**src/rtl/fpu_op_sequencer.sv**
```systemverilog
// fpu_op_sequencer: single-issue front end for the SP ALU.
// Holds operands for the op latency, then returns result/flags.
module fpu_op_sequencer #(
  parameter int unsigned LAT_ADD = 4,
  parameter int unsigned LAT_SUB = 4,
  parameter int unsigned LAT_MUL = 3,
  parameter int unsigned LAT_DIV = 8,
  parameter int unsigned LAT_CMP = 1,
  parameter int unsigned TAG_W   = 4
) (
  input  logic             clk,
  input  logic             rst,
  input  logic             cmd_valid,
  output logic             cmd_ready,
  input  logic [2:0]       cmd_op,
  input  logic [31:0]      cmd_a,
  input  logic [31:0]      cmd_b,
  input  logic [TAG_W-1:0] cmd_tag,
  output logic [2:0]       alu_operation,
  output logic [31:0]      alu_a,
  output logic [31:0]      alu_b,
  input  logic [31:0]      alu_out,
  input  logic             alu_equal,
  input  logic             alu_greater,
  input  logic             alu_lesser,
  output logic             rsp_valid,
  input  logic             rsp_ready,
  output logic [31:0]      rsp_data,
  output logic             rsp_equal,
  output logic             rsp_greater,
  output logic             rsp_lesser,
  output logic [TAG_W-1:0] rsp_tag,
  output logic             rsp_err,
  output logic             busy
);

  localparam logic [2:0] OP_NONE = 3'b111;
  localparam logic [2:0] OP_CMP  = 3'd4;

  if (LAT_ADD < 1 || LAT_ADD > 255 ||
      LAT_SUB < 1 || LAT_SUB > 255 ||
      LAT_MUL < 1 || LAT_MUL > 255 ||
      LAT_DIV < 1 || LAT_DIV > 255 ||
      LAT_CMP < 1 || LAT_CMP > 255) begin : g_bad_lat
    $error("fpu_op_sequencer: LAT_* must be 1..255");
  end

  typedef enum logic [1:0] {
    IDLE = 2'd0,
    WAIT = 2'd1,
    RESP = 2'd2
  } state_t;

  state_t           state;
  state_t           state_nxt;
  logic [7:0]       cnt;
  logic [TAG_W-1:0] tag_q;
  logic             legal;
  logic [7:0]       lat_sel;

  assign cmd_ready = (state == IDLE);
  assign busy      = (state != IDLE);

  // Decode op legality and its fixed latency
  always_comb begin
    legal   = 1'b1;
    lat_sel = 8'd1;
    case (cmd_op)
      3'd0:    lat_sel = 8'(LAT_ADD);
      3'd1:    lat_sel = 8'(LAT_SUB);
      3'd2:    lat_sel = 8'(LAT_MUL);
      3'd3:    lat_sel = 8'(LAT_DIV);
      3'd4:    lat_sel = 8'(LAT_CMP);
      default: legal   = 1'b0;
    endcase
  end

  // State register
  always_ff @(posedge clk) begin
    if (rst) state <= IDLE;
    else     state <= state_nxt;
  end

  // Next-state logic
  always_comb begin
    state_nxt = state;
    unique case (state)
      IDLE: if (cmd_valid) state_nxt = legal ? WAIT : RESP;
      WAIT: if (cnt == 8'd1) state_nxt = RESP;
      RESP: if (rsp_ready) state_nxt = IDLE;
      default: state_nxt = IDLE;
    endcase
  end

  // Operand drive, latency count and response capture
  always_ff @(posedge clk) begin
    if (rst) begin
      cnt           <= 8'd0;
      tag_q         <= '0;
      alu_operation <= OP_NONE;
      alu_a         <= 32'd0;
      alu_b         <= 32'd0;
      rsp_valid     <= 1'b0;
      rsp_data      <= 32'd0;
      rsp_equal     <= 1'b0;
      rsp_greater   <= 1'b0;
      rsp_lesser    <= 1'b0;
      rsp_tag       <= '0;
      rsp_err       <= 1'b0;
    end else begin
      rsp_valid <= (state_nxt == RESP);
      unique case (state)
        IDLE: begin
          if (cmd_valid && legal) begin
            alu_operation <= cmd_op;
            alu_a         <= cmd_a;
            alu_b         <= cmd_b;
            tag_q         <= cmd_tag;
            cnt           <= lat_sel;
          end else if (cmd_valid) begin
            rsp_err     <= 1'b1;
            rsp_data    <= 32'd0;
            rsp_equal   <= 1'b0;
            rsp_greater <= 1'b0;
            rsp_lesser  <= 1'b0;
            rsp_tag     <= cmd_tag;
          end
        end
        WAIT: begin
          if (cnt == 8'd1) begin
            rsp_err       <= 1'b0;
            rsp_tag       <= tag_q;
            alu_operation <= OP_NONE;
            if (alu_operation == OP_CMP) begin
              rsp_data    <= 32'd0;
              rsp_equal   <= alu_equal;
              rsp_greater <= alu_greater;
              rsp_lesser  <= alu_lesser;
            end else begin
              rsp_data    <= alu_out;
              rsp_equal   <= 1'b0;
              rsp_greater <= 1'b0;
              rsp_lesser  <= 1'b0;
            end
          end else begin
            cnt <= cnt - 8'd1;
          end
        end
        default: ;
      endcase
    end
  end

endmodule

```
**config.mk**
```make
export PLATFORM = sky130hd
export DESIGN_NAME = fpu_op_sequencer
export DESIGN_NICKNAME = d
export VERILOG_FILES = /design/src/rtl/fpu_op_sequencer.sv
export SDC_FILE = /design/constraint.sdc
export NUM_CORES = 1
export LEC_CHECK = 0
export ABC_AREA = 0
export CAP_MARGIN = 10
export CORE_MARGIN = 2
export CORE_UTILIZATION = 30
export CTS_CLUSTER_SIZE = 24
export DETAILED_ROUTE_END_ITERATION = 8
export PLACE_DENSITY = 0.73
export REMOVE_ABC_BUFFERS = 1
export SETUP_SLACK_MARGIN = 0.05
export SYNTH_ARGS = -nofsm -noshare
export SYNTH_HDL_FRONTEND = slang
export SYNTH_SLANG_ARGS = --single-unit
```
**constraint.sdc**
```tcl
create_clock -name clk -period 2.6 [get_ports clk]
set_input_delay 0.52 -clock clk [delete_from_list [all_inputs] [get_ports clk]]
set_output_delay 0.52 -clock clk [all_outputs]
set_load 0.05 [all_outputs]
```
**Cell sizes after repair**

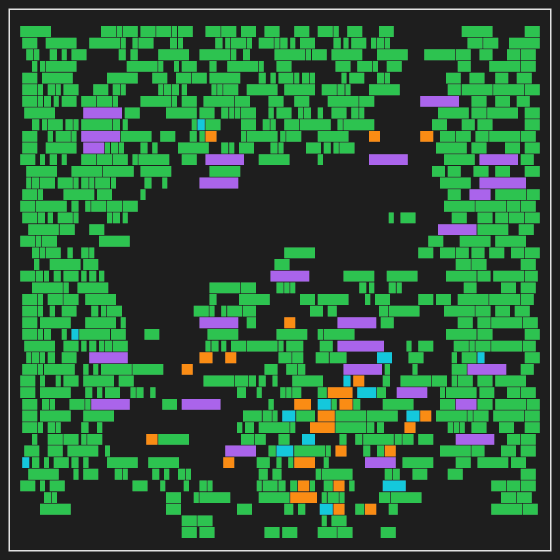
_6 and larger -> purple  # cells 25
_3 and _4 cells -> orange  # cells 25
_0 and _1 cells -> green  # cells 671
_2 cells -> cyan  # cells 14
fin worst setup slack: 0.223 ns
Design Area, Final: 0.00750 mm²
P&R area growth vs syn: 67.7%

**Track usage over the die**

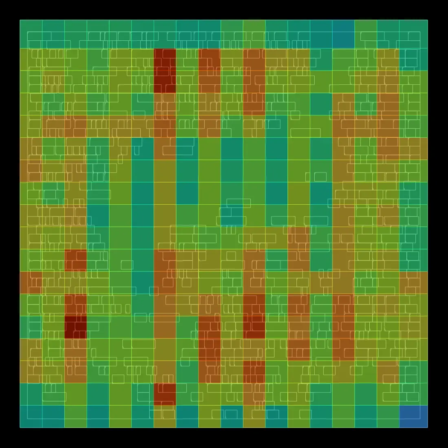
met3 global-route usage: 8.62%
GRT busiest layer: met2
M1 GR Usage: 20.2%
Core Util, Final: 51.6%
Tot GR Track Use: 17.6%

**Wire density map**

Bar = 50 µm. The die is cut into 25 by 25 equal tiles; dark blue is low, red is high, scaled to the fullest tile. Values are wire area over tile area, all layers added.
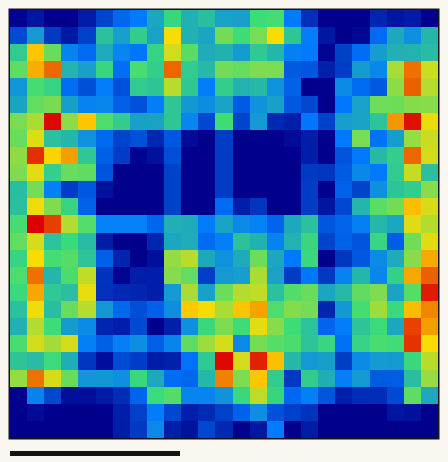
nearly empty tiles = 14%
tiles over half the peak = 26%
densest ninth of the die = south
emptiest ninth of the die = centre
mean over tiles = 0.15

==> impl_metrics.csv <==
group,metric,value,unit
status,status,"finished clean",
final_timing,relSlewSlack,52.1,%
worst_setup_path,crit_required,2.08,ns
synth,muxShareOfSynthArea,2.02,%
clocking,clock_sinks,122,
final_timing,slew_viol_final,0,
power_and_ir_drop,seq-power,2.06,mW
finish,lay_top_cells,"clkdlybuf4s50_1 (217), nand2_1 (151), dfxtp_1 (122), a21oi_1 (74), a22o_1 (30)",
synth,async_reset_ff_share,0,%
synth,synth_flops,122,
clocking,cts_buffer_depth,2,
finish,fin_cells,919,
worst_setup_path,crit_start,"state[0]$_SDFF_PP0_",
synth,ys_seq_share,54.6,%
clocking,cts-resized-gates,0,
finish,diodes,0,
clocking,numCtsBuffers,17,
grt,use_met2,28.2,%
synth,synth_area,0.00447,mm²
grt,overflow,0,
worst_setup_path,r2r_cells,7,
clocking,hold_buffers,0,
synth,yosys_warnings,0,
synth,most_common_cell,"nand2_1",
placement,post-place-ws,0.137,ns
floorplanning,chipArea,0.0159,mm²
grt,grt_max_degree,64,
worst_setup_path,cpPeakStageDelay,0.70,ns
synth,yosys-top-cells-count,"nand2_1 (151), dfxtp_1 (122), a21oi_1 (74), a22o_1 (30), clkbuf_1 (23)",
power_and_ir_drop,powerDensity,749,mW/mm²
final_timing,hold_viol,0,
placement,place_inst,887,
final_timing,setup_viol,0,
detailed_routing,wl_per_cell,15.3,µm
synth,top_area_share,54.6,%
detailed_routing,drt-total-wl,14000,µm
clocking,clock_latency,0.41,ns
detailed_routing,viasPerCell,4.73,
detailed_routing,top_layer,"met4",
grt,grt_pass1_wl,21900,µm
final_timing,max_freq,421,MHz
clocking,clkTransAtPathRegs,0.05,ns
floorplanning,ioPinCount,220,
detailed_routing,drt-pass1-iter-count,4,
grt,grt_pass1_vias,4235,
synth,simple_gate_share,18.3,%
detailed_routing,antenna_left,0,
placement,place_area,0.00690,mm²
synth,compound_area_share,20.1,%
power_and_ir_drop,clkPwrFrac,41.3,%
synth,synthXorXnorAreaFrac,0.196,%
synth,edf_count,0,
worst_setup_path,cp_cell_sequence,"nor2_1, inv_1, clkdlybuf4s50_1",
worst_setup_path,r2r_slack,0.43,ns
hold_path,hold_depth,2,
synth,logic_family,"AND-OR/OR-AND gates",
worst_setup_path,cp-endpoint,"busy",
finish,drive_gt1_share,8.71,%
detailed_routing,num_vias,4346,
synth,yosysTopAreaCell,"dfxtp_1",
detailed_routing,first_iter_violations,147,
hold_path,min_to,"alu_a[21]$_SDFFE_PP0P_",
final_timing,fin_crit_sh,91.4,%
power_and_ir_drop,power-top-group,"clock",
floorplanning,die_y,126,µm
finish,lay_top_count,"clkdlybuf4s50_1",
hold_path,holdCritStartpoint,"alu_a[21]$_SDFFE_PP0P_",
clocking,htreeDepth,4,
synth,syn_inst,505,
floorplanning,fp.dieW,126,µm
power_and_ir_drop,seqPwrFrac,36.7,%
power_and_ir_drop,pg_clk,2.32,mW
placement,place_hpwl,9630,µm
job,warnings,26,
power_and_ir_drop,p_sw,1.65,mW
power_and_ir_drop,switching_share,29.4,%
**Placement density heat map**

Bar = 50 µm. The die is cut into 13 by 13 equal tiles; dark blue is low, red is high, 0 to 100% covered.
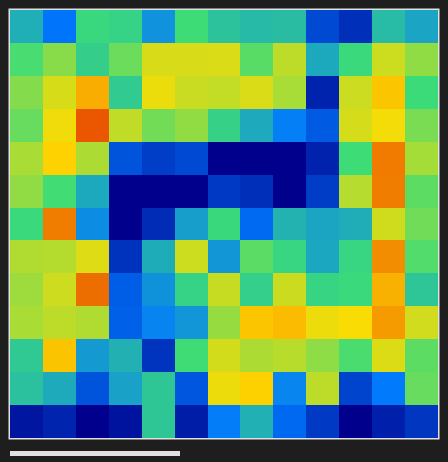
densest ninth of the die = north-west
tiles over 75% full = 8.9%
fullest tile = 90%
nearly empty tiles = 5.9%

**Cell classes on the final placement**

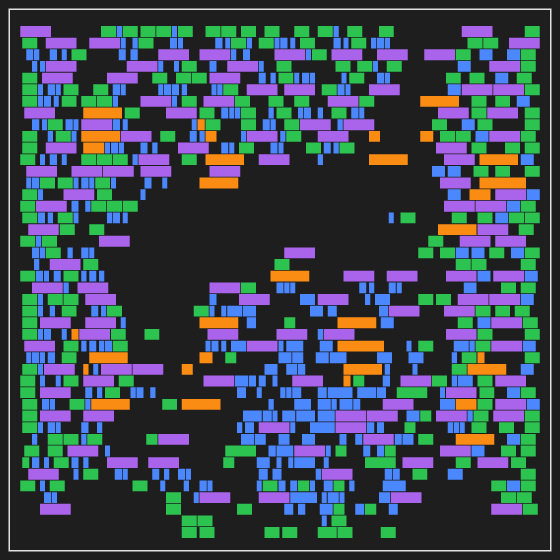
combinational and other logic -> blue  # cells 346, share of their area 26%
sequential cells -> purple  # cells 122, share of their area 34%
remaining buffers and delay cells -> green  # cells 235, share of their area 32%
clock drivers and dummy loads -> orange  # cells 32, share of their area 8.1%
sequential cell area share: 32.6%
Core ar.: 0.0145 mm²
Rows: 44

==> critical path: cells and delay by family, from the launching register on <==
kind / cells / cell delay [ns]
buffers and inverters: 2 / 0.77
flip-flops: 1 / 0.35
AND/OR/NAND/NOR: 1 / 0.32
==> layout make-up <==
cell class              instances  area (µm²)  share of cell area [%]
flip-flops and latches        122        2440                    32.6
well taps                     184         230                    3.07
multi-input cells             340        1860                    24.9
clock inverters                11         120                    1.60
clock buffers                  21         470                    6.28
repair buffers                235        2350                    31.3
inverters                       6        22.5                   0.300
==> sequential cells by signal, indices dropped and copies added (netlist names) <==
register / count
alu_operation: 3
rsp_data: 32
state: 2
rsp_lesser: 1
rsp_equal: 1
tag_q: 4
alu_a: 32
rsp_valid: 1
rsp_greater: 1
rsp_tag: 4
cnt: 8
rsp_err: 1
alu_b: 32
Power figures rest on the tool's default switching activity, not on a simulated workload.
